Figure 1. Clock distribution.
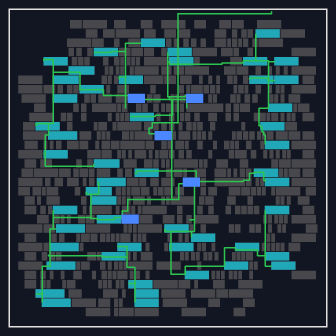
Figure 2. M3 wires.
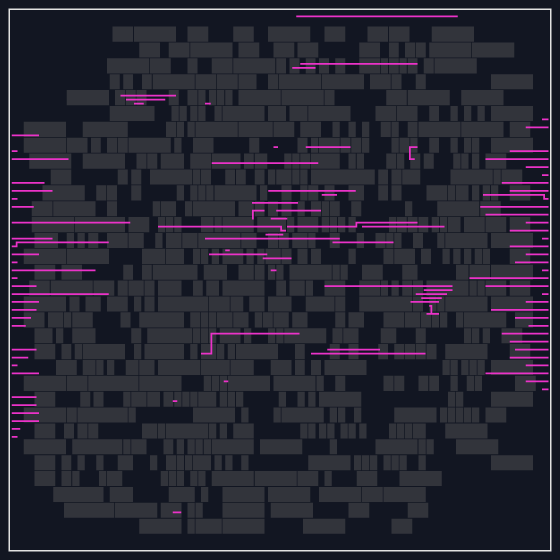
[config.mk]
export PLATFORM = sky130hd
export DESIGN_NAME = wb_unit_flat
export DESIGN_NICKNAME = d
export VERILOG_FILES = /design/src/rtl/wb_unit_if.sv /design/src/rtl/wb_unit.sv /design/src/flat_wrapper.sv
export SDC_FILE = /design/constraint.sdc
export NUM_CORES = 1
export LEC_CHECK = 0
export ABC_AREA = 1
export CORE_MARGIN = 2
export CORE_UTILIZATION = 35
export CTS_CLUSTER_SIZE = 40
export DETAILED_ROUTE_END_ITERATION = 8
export GPL_TIMING_DRIVEN = 1
export PLACE_DENSITY = 0.68
export SLEW_MARGIN = 25
export SYNTH_ARGS = -nofsm -noshare
export SYNTH_HDL_FRONTEND = slang
export SYNTH_SLANG_ARGS = --single-unit
[constraint.sdc]
create_clock -name clk -period 1.3 [get_ports clk]
set_input_delay 0.195 -clock clk [delete_from_list [all_inputs] [get_ports clk]]
set_output_delay 0.195 -clock clk [all_outputs]
set_load 0.1 [all_outputs]
[src/rtl/wb_unit_if.sv]
// Bus bundle for wb_unit: ALU result port, load issue/response, and the register-file write port.
// The slave modport is the writeback unit's view; the master modport is the surrounding pipeline's view.
interface wb_unit_if;
  logic        alu_valid;
  logic [4:0]  alu_rd;
  logic [31:0] alu_data;
  logic        alu_ready;

  logic        ld_issue_valid;
  logic [4:0]  ld_rd;
  logic [2:0]  ld_funct3;
  logic [1:0]  ld_offset;
  logic        ld_issue_ready;

  logic        mem_rvalid;
  logic [31:0] mem_rdata;

  logic        is_write;
  logic [4:0]  wb_addr;
  logic [31:0] wb_data;

  logic        load_pending;
  logic [4:0]  load_rd;
  logic        err;

  modport slave (
    input  alu_valid, alu_rd, alu_data,
    output alu_ready,
    input  ld_issue_valid, ld_rd, ld_funct3, ld_offset,
    output ld_issue_ready,
    input  mem_rvalid, mem_rdata,
    output is_write, wb_addr, wb_data,
    output load_pending, load_rd, err
  );

  modport master (
    output alu_valid, alu_rd, alu_data,
    input  alu_ready,
    output ld_issue_valid, ld_rd, ld_funct3, ld_offset,
    input  ld_issue_ready,
    output mem_rvalid, mem_rdata,
    input  is_write, wb_addr, wb_data,
    input  load_pending, load_rd, err
  );
endinterface

[src/rtl/wb_unit.sv]
// Writeback arbiter: merges ALU results and single-outstanding load responses into one
// registered register-file write port, with load sign/zero extension.
//
// state     | meaning
// ----------+-------------------------------------------------------
// IDLE      | no load outstanding; any mem_rvalid here is an error
// LOAD_WAIT | one load outstanding; waiting for its memory response
module wb_unit (
  input  logic          clk,
  input  logic          rst,
  wb_unit_if.slave      bus
);

  typedef enum logic {IDLE, LOAD_WAIT} state_t;

  state_t      state_q, state_d;
  logic [4:0]  pend_rd_q, pend_rd_d;
  logic [2:0]  pend_f3_q, pend_f3_d;
  logic [1:0]  pend_off_q, pend_off_d;
  logic        is_write_q, is_write_d;
  logic [4:0]  wb_addr_q, wb_addr_d;
  logic [31:0] wb_data_q, wb_data_d;
  logic        err_q, err_d;

  logic        load_rsp;
  logic        ld_accept;
  logic        alu_accept;
  logic [7:0]  byte_sel;
  logic [15:0] half_sel;
  logic [31:0] load_ext;

  assign load_rsp   = (state_q == LOAD_WAIT) && bus.mem_rvalid;
  assign ld_accept  = bus.ld_issue_valid && bus.ld_issue_ready;
  assign alu_accept = bus.alu_valid && bus.alu_ready;

  assign bus.ld_issue_ready = (state_q == IDLE) || load_rsp;
  assign bus.alu_ready      = !load_rsp;
  assign bus.load_pending   = (state_q == LOAD_WAIT);
  assign bus.load_rd        = pend_rd_q;
  assign bus.is_write       = is_write_q;
  assign bus.wb_addr        = wb_addr_q;
  assign bus.wb_data        = wb_data_q;
  assign bus.err            = err_q;

  // Lane select for the response of the load captured at issue time.
  always_comb begin
    byte_sel = bus.mem_rdata[7:0];
    case (pend_off_q)
      2'd0: byte_sel = bus.mem_rdata[7:0];
      2'd1: byte_sel = bus.mem_rdata[15:8];
      2'd2: byte_sel = bus.mem_rdata[23:16];
      2'd3: byte_sel = bus.mem_rdata[31:24];
      default: byte_sel = bus.mem_rdata[7:0];
    endcase
    half_sel = pend_off_q[1] ? bus.mem_rdata[31:16] : bus.mem_rdata[15:0];

    load_ext = bus.mem_rdata;
    case (pend_f3_q)
      3'b000:  load_ext = {{24{byte_sel[7]}}, byte_sel};
      3'b001:  load_ext = {{16{half_sel[15]}}, half_sel};
      3'b100:  load_ext = {24'd0, byte_sel};
      3'b101:  load_ext = {16'd0, half_sel};
      default: load_ext = bus.mem_rdata;
    endcase
  end

  always_comb begin
    state_d    = state_q;
    pend_rd_d  = pend_rd_q;
    pend_f3_d  = pend_f3_q;
    pend_off_d = pend_off_q;
    is_write_d = 1'b0;
    wb_addr_d  = wb_addr_q;
    wb_data_d  = wb_data_q;
    err_d      = err_q;

    if (ld_accept) begin
      state_d    = LOAD_WAIT;
      pend_rd_d  = bus.ld_rd;
      pend_f3_d  = bus.ld_funct3;
      pend_off_d = bus.ld_offset;
    end else if (load_rsp) begin
      state_d = IDLE;
    end

    if ((state_q == IDLE) && bus.mem_rvalid) begin
      err_d = 1'b1;
    end

    // Writes to x0 complete the handshake but leave the port untouched.
    if (load_rsp) begin
      if (pend_rd_q != 5'd0) begin
        is_write_d = 1'b1;
        wb_addr_d  = pend_rd_q;
        wb_data_d  = load_ext;
      end
    end else if (alu_accept) begin
      if (bus.alu_rd != 5'd0) begin
        is_write_d = 1'b1;
        wb_addr_d  = bus.alu_rd;
        wb_data_d  = bus.alu_data;
      end
    end
  end

  always_ff @(posedge clk) begin
    if (rst) begin
      state_q    <= IDLE;
      pend_rd_q  <= 5'd0;
      pend_f3_q  <= 3'd0;
      pend_off_q <= 2'd0;
      is_write_q <= 1'b0;
      wb_addr_q  <= 5'd0;
      wb_data_q  <= 32'd0;
      err_q      <= 1'b0;
    end else begin
      state_q    <= state_d;
      pend_rd_q  <= pend_rd_d;
      pend_f3_q  <= pend_f3_d;
      pend_off_q <= pend_off_d;
      is_write_q <= is_write_d;
      wb_addr_q  <= wb_addr_d;
      wb_data_q  <= wb_data_d;
      err_q      <= err_d;
    end
  end

endmodule

[src/flat_wrapper.sv]
// flat-port wrapper written by rule: the top's interface ports become plain ports
module wb_unit_flat 
  (clk, rst, bus_alu_valid, bus_alu_rd, bus_alu_data, bus_alu_ready, bus_ld_issue_valid, bus_ld_rd, bus_ld_funct3, bus_ld_offset, bus_ld_issue_ready, bus_mem_rvalid, bus_mem_rdata, bus_is_write, bus_wb_addr, bus_wb_data, bus_load_pending, bus_load_rd, bus_err);
  wb_unit_if bus_i ();
  input  logic clk;
  input  logic rst;
  input wire logic [$bits(bus_i.alu_valid)-1:0] bus_alu_valid;
  input wire logic [$bits(bus_i.alu_rd)-1:0] bus_alu_rd;
  input wire logic [$bits(bus_i.alu_data)-1:0] bus_alu_data;
  output wire logic [$bits(bus_i.alu_ready)-1:0] bus_alu_ready;
  input wire logic [$bits(bus_i.ld_issue_valid)-1:0] bus_ld_issue_valid;
  input wire logic [$bits(bus_i.ld_rd)-1:0] bus_ld_rd;
  input wire logic [$bits(bus_i.ld_funct3)-1:0] bus_ld_funct3;
  input wire logic [$bits(bus_i.ld_offset)-1:0] bus_ld_offset;
  output wire logic [$bits(bus_i.ld_issue_ready)-1:0] bus_ld_issue_ready;
  input wire logic [$bits(bus_i.mem_rvalid)-1:0] bus_mem_rvalid;
  input wire logic [$bits(bus_i.mem_rdata)-1:0] bus_mem_rdata;
  output wire logic [$bits(bus_i.is_write)-1:0] bus_is_write;
  output wire logic [$bits(bus_i.wb_addr)-1:0] bus_wb_addr;
  output wire logic [$bits(bus_i.wb_data)-1:0] bus_wb_data;
  output wire logic [$bits(bus_i.load_pending)-1:0] bus_load_pending;
  output wire logic [$bits(bus_i.load_rd)-1:0] bus_load_rd;
  output wire logic [$bits(bus_i.err)-1:0] bus_err;
  assign bus_i.alu_valid = bus_alu_valid;
  assign bus_i.alu_rd = bus_alu_rd;
  assign bus_i.alu_data = bus_alu_data;
  assign bus_alu_ready = bus_i.alu_ready;
  assign bus_i.ld_issue_valid = bus_ld_issue_valid;
  assign bus_i.ld_rd = bus_ld_rd;
  assign bus_i.ld_funct3 = bus_ld_funct3;
  assign bus_i.ld_offset = bus_ld_offset;
  assign bus_ld_issue_ready = bus_i.ld_issue_ready;
  assign bus_i.mem_rvalid = bus_mem_rvalid;
  assign bus_i.mem_rdata = bus_mem_rdata;
  assign bus_is_write = bus_i.is_write;
  assign bus_wb_addr = bus_i.wb_addr;
  assign bus_wb_data = bus_i.wb_data;
  assign bus_load_pending = bus_i.load_pending;
  assign bus_load_rd = bus_i.load_rd;
  assign bus_err = bus_i.err;
  wb_unit u_core (.clk(clk), .rst(rst), .bus(bus_i));
endmodule
==> flow_metrics.rpt <==
IMPLEMENTATION SUMMARY REPORT
----------------------------------------------------
[Yosys]
  Basic Gates by Area ........................ 33.9%
  XORs/XNORs by Area ........................ 0%
  Cell count after synthesis ........................ about 440
  Post-synth seq share ........................ 36.5%
  Number of enable flip-flop cells ........................ 0
  Commonest cells in the netlist ........................ nand2_1 (132), nor2_1 (61), a21oi_1 (56), o21ai_0 (51), dfxtp_1 (50)
  Cell types occupying the most area after synthesis ........................ dfxtp_1 (36%), nand2_1 (18%), a21oi_1 (10%)
  Chip Area, Yosys ........................ 2740 um2
  Share of the synthesized area in the top cell type ........................ a little over a third
  AO/OA Area Share ........................ between 20% and 30%
  Cell variety after synth ........................ 21
  Net count after synthesis ........................ 524

[Detailed routing]
  Via count ........................ approximately 3400
  Mean routed wirelength per cell ........................ around 14 um
  Antenna-violating nets left ........................ 0

[Run status]
  Run status ........................ complete, no violations

[Clocking]
  CTS clock-pin slew for the worst setup and hold paths ........................ 0.09 ns
  Post-CTS Repair Setup Buffers ........................ 0
  # hold bufs at CTS ........................ 0
  CTS tree ........................ done
  Clock buffer count from CTS ........................ 5
  H-tree depth ........................ 2
  Number of clock sinks seen by CTS ........................ 50

[Worst setup path]
  Worst reg2reg endpoint ........................ u_core.bus.wb_data[5]$_SDFFE_PP0P_
  Number of buffers and inverters on the critical path ........................ 2
  Worst Reg2Reg Path Length in Cells ........................ 7
  Data required time at the worst endpoint ........................ 1.50 ns
  Critical path depth in cells ........................ 7
  Crit-path max cell delay ........................ approximately 0.36 ns
  Type of element capturing the critical path ........................ flip-flop
  Register-to-Register Setup Slack ........................ 0.02 ns

[GRT]
  Most heavily used metal layer in global routing ........................ met2
  Met1 track demand over resource in global routing ........................ between 20% and 30%
  Overall Global Routing Usage ........................ 21.9%
  Antenna violations before repair ........................ 0
  GRT met2 Usage ........................ 37.7%

[Power]
  Top contributor to total power ........................ combinational logic
  LEAKAGE ........................ between 2 and 2.5 nW
  Power, Total ........................ around 5.6 mW
  Total combinational power ........................ about 2.6 mW
  Flip-flop and latch power ........................ 1.83 mW
  Combinational cell fraction of total power ........................ 47.3%
  Share of total power in sequential cells ........................ around a third
  Power density of the placed cells ........................ 1090 nW/um2
  Worst supply voltage drop on vdd ........................ 0.000599 V

[Min path]
  Worst hold path type ........................ in2reg
  Endpoint, Worst Hold ........................ u_core.bus.wb_addr[0]$_SDFFE_PP0P_

[Floorplanning]
  Number of placement rows ........................ 32
  Die area ........................ roughly 8600 um2
  Die width ........................ 92.5 um

[Final layout]
  Flop Count ........................ 50
  Cell group occupying the most layout area ........................ buffers
  Signal buf overhead ........................ 41.8%
  Non-CTS buffers ........................ 169
  Multi-input gate share of total cell area ........................ 31.7%
  Inserted Diodes ........................ 0

[Final timing]
  RSZ-0062 raised after global routing ........................ yes
  Final clock period utilization by the worst path ........................ 98.5%
  Final setup violating endpoints ........................ 0

[Placed design]
  Standard cell area after detailed placement ........................ 4880 um2
  Routability congestion estimate ........................ 0.846
  Number of cells in the design after placement ........................ 683

----------------------------------------------------
## Picture notes: Figure 1
[clock wires] green | length: 673 um
[clock-net drivers] blue | count: 5
[flip-flops] cyan | count: 50
routed clock nets	6
Clock power frac: 20.0%
clock insertion delay at the later pin of the skew report: 0.31 ns
reported clock group power: 1.12 mW
Clock Skews: 0.00423 ns

## Picture notes: Figure 2
share of all routed wire	7.0%
nets with wire on the layer	92

No activity file was given, so power comes from the tool's default toggle rates.
